**src/rtl/sar_search_8bit.sv**
```systemverilog
// Successive-approximation search controller: drives the B operand of an external
// magnitude comparator and rebuilds the unknown A operand MSB first from gt/eq/lt.
module sar_search_8bit #(
  parameter int W          = 8,
  parameter bit EARLY_EXIT = 1'b1
) (
  input  logic         clk,
  input  logic         rst,
  input  logic         start,
  output logic [W-1:0] probe,
  input  logic         cmp_gt,
  input  logic         cmp_eq,
  input  logic         cmp_lt,
  output logic         busy,
  output logic         done,
  output logic [W-1:0] result,
  output logic         found_eq,
  output logic         err
);

  localparam int KW = (W > 1) ? $clog2(W) : 1;
  localparam logic [W-1:0] ONE = {{(W-1){1'b0}}, 1'b1};
  localparam logic [W-1:0] MSB = ONE << (W - 1);

  typedef enum logic {
    IDLE   = 1'b0,
    SEARCH = 1'b1
  } state_t;

  state_t        state_r, state_s;
  logic [W-1:0]  acc_r, acc_s;
  logic [KW-1:0] k_r, k_s;
  logic [W-1:0]  probe_r, probe_s;
  logic [W-1:0]  result_r, result_s;
  logic          busy_r, busy_s;
  logic          done_r, done_s;
  logic          found_r, found_s;
  logic          err_r, err_s;
  logic [W-1:0]  acc_keep_s;

  function automatic logic is_one_hot(input logic [2:0] v);
    case (v)
      3'b100, 3'b010, 3'b001: return 1'b1;
      default:                return 1'b0;
    endcase
  endfunction

  // State and output registers
  always_ff @(posedge clk) begin
    if (rst) begin
      state_r  <= IDLE;
      acc_r    <= '0;
      k_r      <= '0;
      probe_r  <= '0;
      result_r <= '0;
      busy_r   <= 1'b0;
      done_r   <= 1'b0;
      found_r  <= 1'b0;
      err_r    <= 1'b0;
    end else begin
      state_r  <= state_s;
      acc_r    <= acc_s;
      k_r      <= k_s;
      probe_r  <= probe_s;
      result_r <= result_s;
      busy_r   <= busy_s;
      done_r   <= done_s;
      found_r  <= found_s;
      err_r    <= err_s;
    end
  end

  // Next-state and next-output decode
  always_comb begin
    state_s    = state_r;
    acc_s      = acc_r;
    k_s        = k_r;
    probe_s    = probe_r;
    result_s   = result_r;
    busy_s     = busy_r;
    done_s     = 1'b0;
    found_s    = found_r;
    err_s      = err_r;
    // gt keeps bit k; eq keeps it too when the search runs to completion
    acc_keep_s = (cmp_gt || cmp_eq) ? probe_r : acc_r;

    case (state_r)
      IDLE: begin
        if (start) begin
          state_s  = SEARCH;
          acc_s    = '0;
          k_s      = KW'(W - 1);
          probe_s  = MSB;
          result_s = '0;
          found_s  = 1'b0;
          err_s    = 1'b0;
          busy_s   = 1'b1;
        end else begin
          state_s = IDLE;
          probe_s = '0;
          busy_s  = 1'b0;
        end
      end
      SEARCH: begin
        if (!is_one_hot({cmp_gt, cmp_eq, cmp_lt})) begin
          state_s  = IDLE;
          probe_s  = '0;
          busy_s   = 1'b0;
          done_s   = 1'b1;
          result_s = '0;
          err_s    = 1'b1;
        end else if (cmp_eq && EARLY_EXIT) begin
          state_s  = IDLE;
          probe_s  = '0;
          busy_s   = 1'b0;
          done_s   = 1'b1;
          result_s = probe_r;
          found_s  = 1'b1;
        end else if (k_r != '0) begin
          acc_s   = acc_keep_s;
          k_s     = k_r - KW'(1);
          probe_s = acc_keep_s | (ONE << (k_r - KW'(1)));
        end else begin
          acc_s    = acc_keep_s;
          state_s  = IDLE;
          probe_s  = '0;
          busy_s   = 1'b0;
          done_s   = 1'b1;
          result_s = acc_keep_s;
          found_s  = cmp_eq;
        end
      end
      default: begin
        state_s = IDLE;
        probe_s = '0;
        busy_s  = 1'b0;
      end
    endcase
  end

  assign probe    = probe_r;
  assign busy     = busy_r;
  assign done     = done_r;
  assign result   = result_r;
  assign found_eq = found_r;
  assign err      = err_r;

endmodule

```
**config.mk**
```make
export PLATFORM = sky130hd
export DESIGN_NAME = sar_search_8bit
export DESIGN_NICKNAME = d
export VERILOG_FILES = /design/src/rtl/sar_search_8bit.sv
export SDC_FILE = /design/constraint.sdc
export NUM_CORES = 1
export LEC_CHECK = 0
export ABC_AREA = 1
export ABC_CLOCK_PERIOD_IN_PS = 2880
export CAP_MARGIN = 10
export CORE_UTILIZATION = 50
export CTS_CLUSTER_DIAMETER = 40
export DETAILED_ROUTE_END_ITERATION = 10
export GPL_ROUTABILITY_DRIVEN = 0
export GPL_TIMING_DRIVEN = 0
export PLACE_DENSITY = 0.76
export SYNTH_ARGS = -nofsm -noshare
export SYNTH_HDL_FRONTEND = slang
export SYNTH_SLANG_ARGS = --single-unit
```
**constraint.sdc**
```tcl
create_clock -name clk -period 2.88 [get_ports clk]
set_input_delay 0.432 -clock clk [delete_from_list [all_inputs] [get_ports clk]]
set_output_delay 0.432 -clock clk [all_outputs]
set_load 0.05 [all_outputs]
```
Fig. 1: signal wires by layer
Only two layers are drawn.
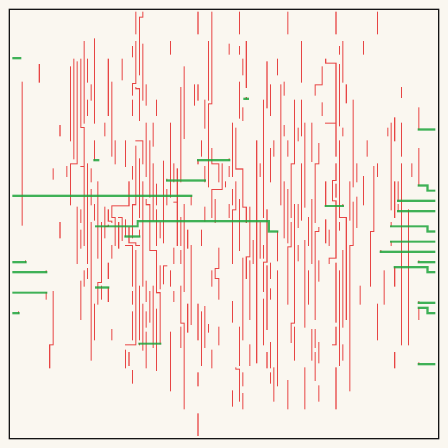
M3: drawn in green, wire length 129 um. M2: drawn in red, wire length 1510 um.
average wire per cell in the routed design: 11.8 um
GRT Resource Usage Total: 0.228
via count: 1376
total wire length: 3.26 mm

Fig. 2: clock wiring as the flow saved it
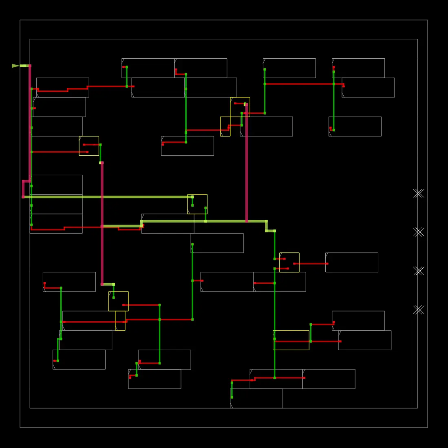
# clock sinks: 32
Seq Cell Count: 32
Clock Skew: 0.00472 ns
Inserted Clock Buffers: 5

==> run summary <==
On the backend side, the flow ran end to end.

The flow ran to the end, but the final reports show violations. The final reports fail on DRC. Per the detail_route log, the uppermost layer with routed signals is met4. The count of TritonRoute iterations in the first routing pass stands at 7. The report lists the cells along the critical path as clkdlybuf4s50_1. Ranked by total area, the top cell class in this layout is logic gates. The internal cell power stands at 0.642 mW.

The largest part of the power goes to registers. The area of combinational cells with multiple inputs stands at 753 um^2. The switching portion of total power comes to 0.290. The post-synthesis instance area stands at 0.00152 mm^2. After clock tree synthesis, the clock-pin slew on the worst setup and hold paths is 0.09 ns. The yosys stat cell total stands at 211. The core footprint stands at 0.00281 mm^2. The count of unique library cells instantiated by Yosys stands at 20. The combinational share of cell area stands at 0.404.

In this run the tightest slew margin relative to its limit is 0.656. The total buffers and inverters traversed by the critical path stands at 1. The relative contribution of combinational cells to total power stands at 0.189. Per the synth stats, the flop cell with the highest instance count is sky130_fd_sc_hd__dfxtp_1. The wire length on met3 stands at 128 um. The worst setup path is captured at an output port. Once the clock tree was built, the setup fixing pass inserted 0 buffers. The number of buffers inserted for hold repair after clock tree synthesis stands at 0. The timing report shows that the slowest cell on the worst path is sky130_fd_sc_hd__clkdlybuf4s50_1. Per the synthesis report, the AND-OR/OR-AND share of the synthesized area is 0.111. STA classifies the critical path startpoint as a flop.

The power dissipated in sequential cells stands at 0.472 mW. Per the GRT log, the top usage layer is met2. Measured on the finished design, the core utilization comes to 0.665. The die boundary width stands at 57.1 um. For the worst flop-to-flop path, the logic depth is 6.

The floorplan step defined a die boundary enclosing 0.00326 mm^2. The number of non-clock inverters stands at 21. TritonCTS built the clock tree.

The register share of total power stands at 0.522. After detailed placement, the total cell area comes to 0.00181 mm^2. The area fraction in mux cells stands at 0. For this run, the number of standard cells in the final layout without fillers is 275. In the synthesis report, Yosys lists the chip area as 0.00152 mm^2.

The final routed DRC violation total stands at 8. The minimum clock period after layout stands at 1.93 ns. Among logic cells in the layout, the one with the most instances is sky130_fd_sc_hd__nand2_1.

According to the dpl log, the detail-placed design has an HPWL of 2.41 mm. The layout report lists the non-clock buffer share of cell area as 0.158. The async set or reset register ratio after synthesis stands at 0. The global-route met1 utilization stands at 0.274. The relative contribution of the clock network to total power stands at 0.289. The number of logic gates stands at 152.

The clock network power consumption stands at 0.261 mW. The detailed-route vias per instance stands at 5.00. The final critical-path share of the clock period stands at 0.671. The storage element area stands at 641 um^2.

The worst reg-to-reg setup slack stands at 1.19 ns. The data required time at the worst endpoint stands at 2.45 ns. The number of stages on the worst setup path stands at 1. The number of global-route vias before repair stands at 1369. In the layout the commonest cells are 65 x sky130_fd_sc_hd__nand2_1, 32 x sky130_fd_sc_hd__dfxtp_1, 27 x sky130_fd_sc_hd__nor2_1, 25 x sky130_fd_sc_hd__a21oi_1, 25 x sky130_fd_sc_hd__clkdlybuf4s50_1.

The number of levels in the clock H-tree stands at 2. The worst hold slack stands at 0.464 ns. According to the floorplan log, the row count is 19.
## metrics by stage
| step | power [mW] | worst slack, ns |
|---|---|---|
| floorplan | 0.606 | 1.41 |
| global placement | 0.647 | 0.932 |
| detailed placement | 0.652 | 0.928 |
| CTS | 0.912 | 0.940 |
| global route | 0.952 | 0.923 |
| finish | 0.904 | 0.948 |
## worst min path at each step
| stage | endpoint | start | slack (ns) | cells after the start |
|---|---|---|---|---|
| finish | result[4] | result[4] | 0.46 | 2 |
| global route | found_eq | found_eq | 0.47 | 2 |
| CTS | result[4] | result[4] | 0.47 | 2 |
| detailed placement | result[4] | result[4] | 0.45 | 2 |
| global placement | result[4] | result[4] | 0.45 | 2 |
| floorplan | acc_r[0] | acc_r[0] | 0.45 | 2 |
Power and IR drop assume default switching activity.
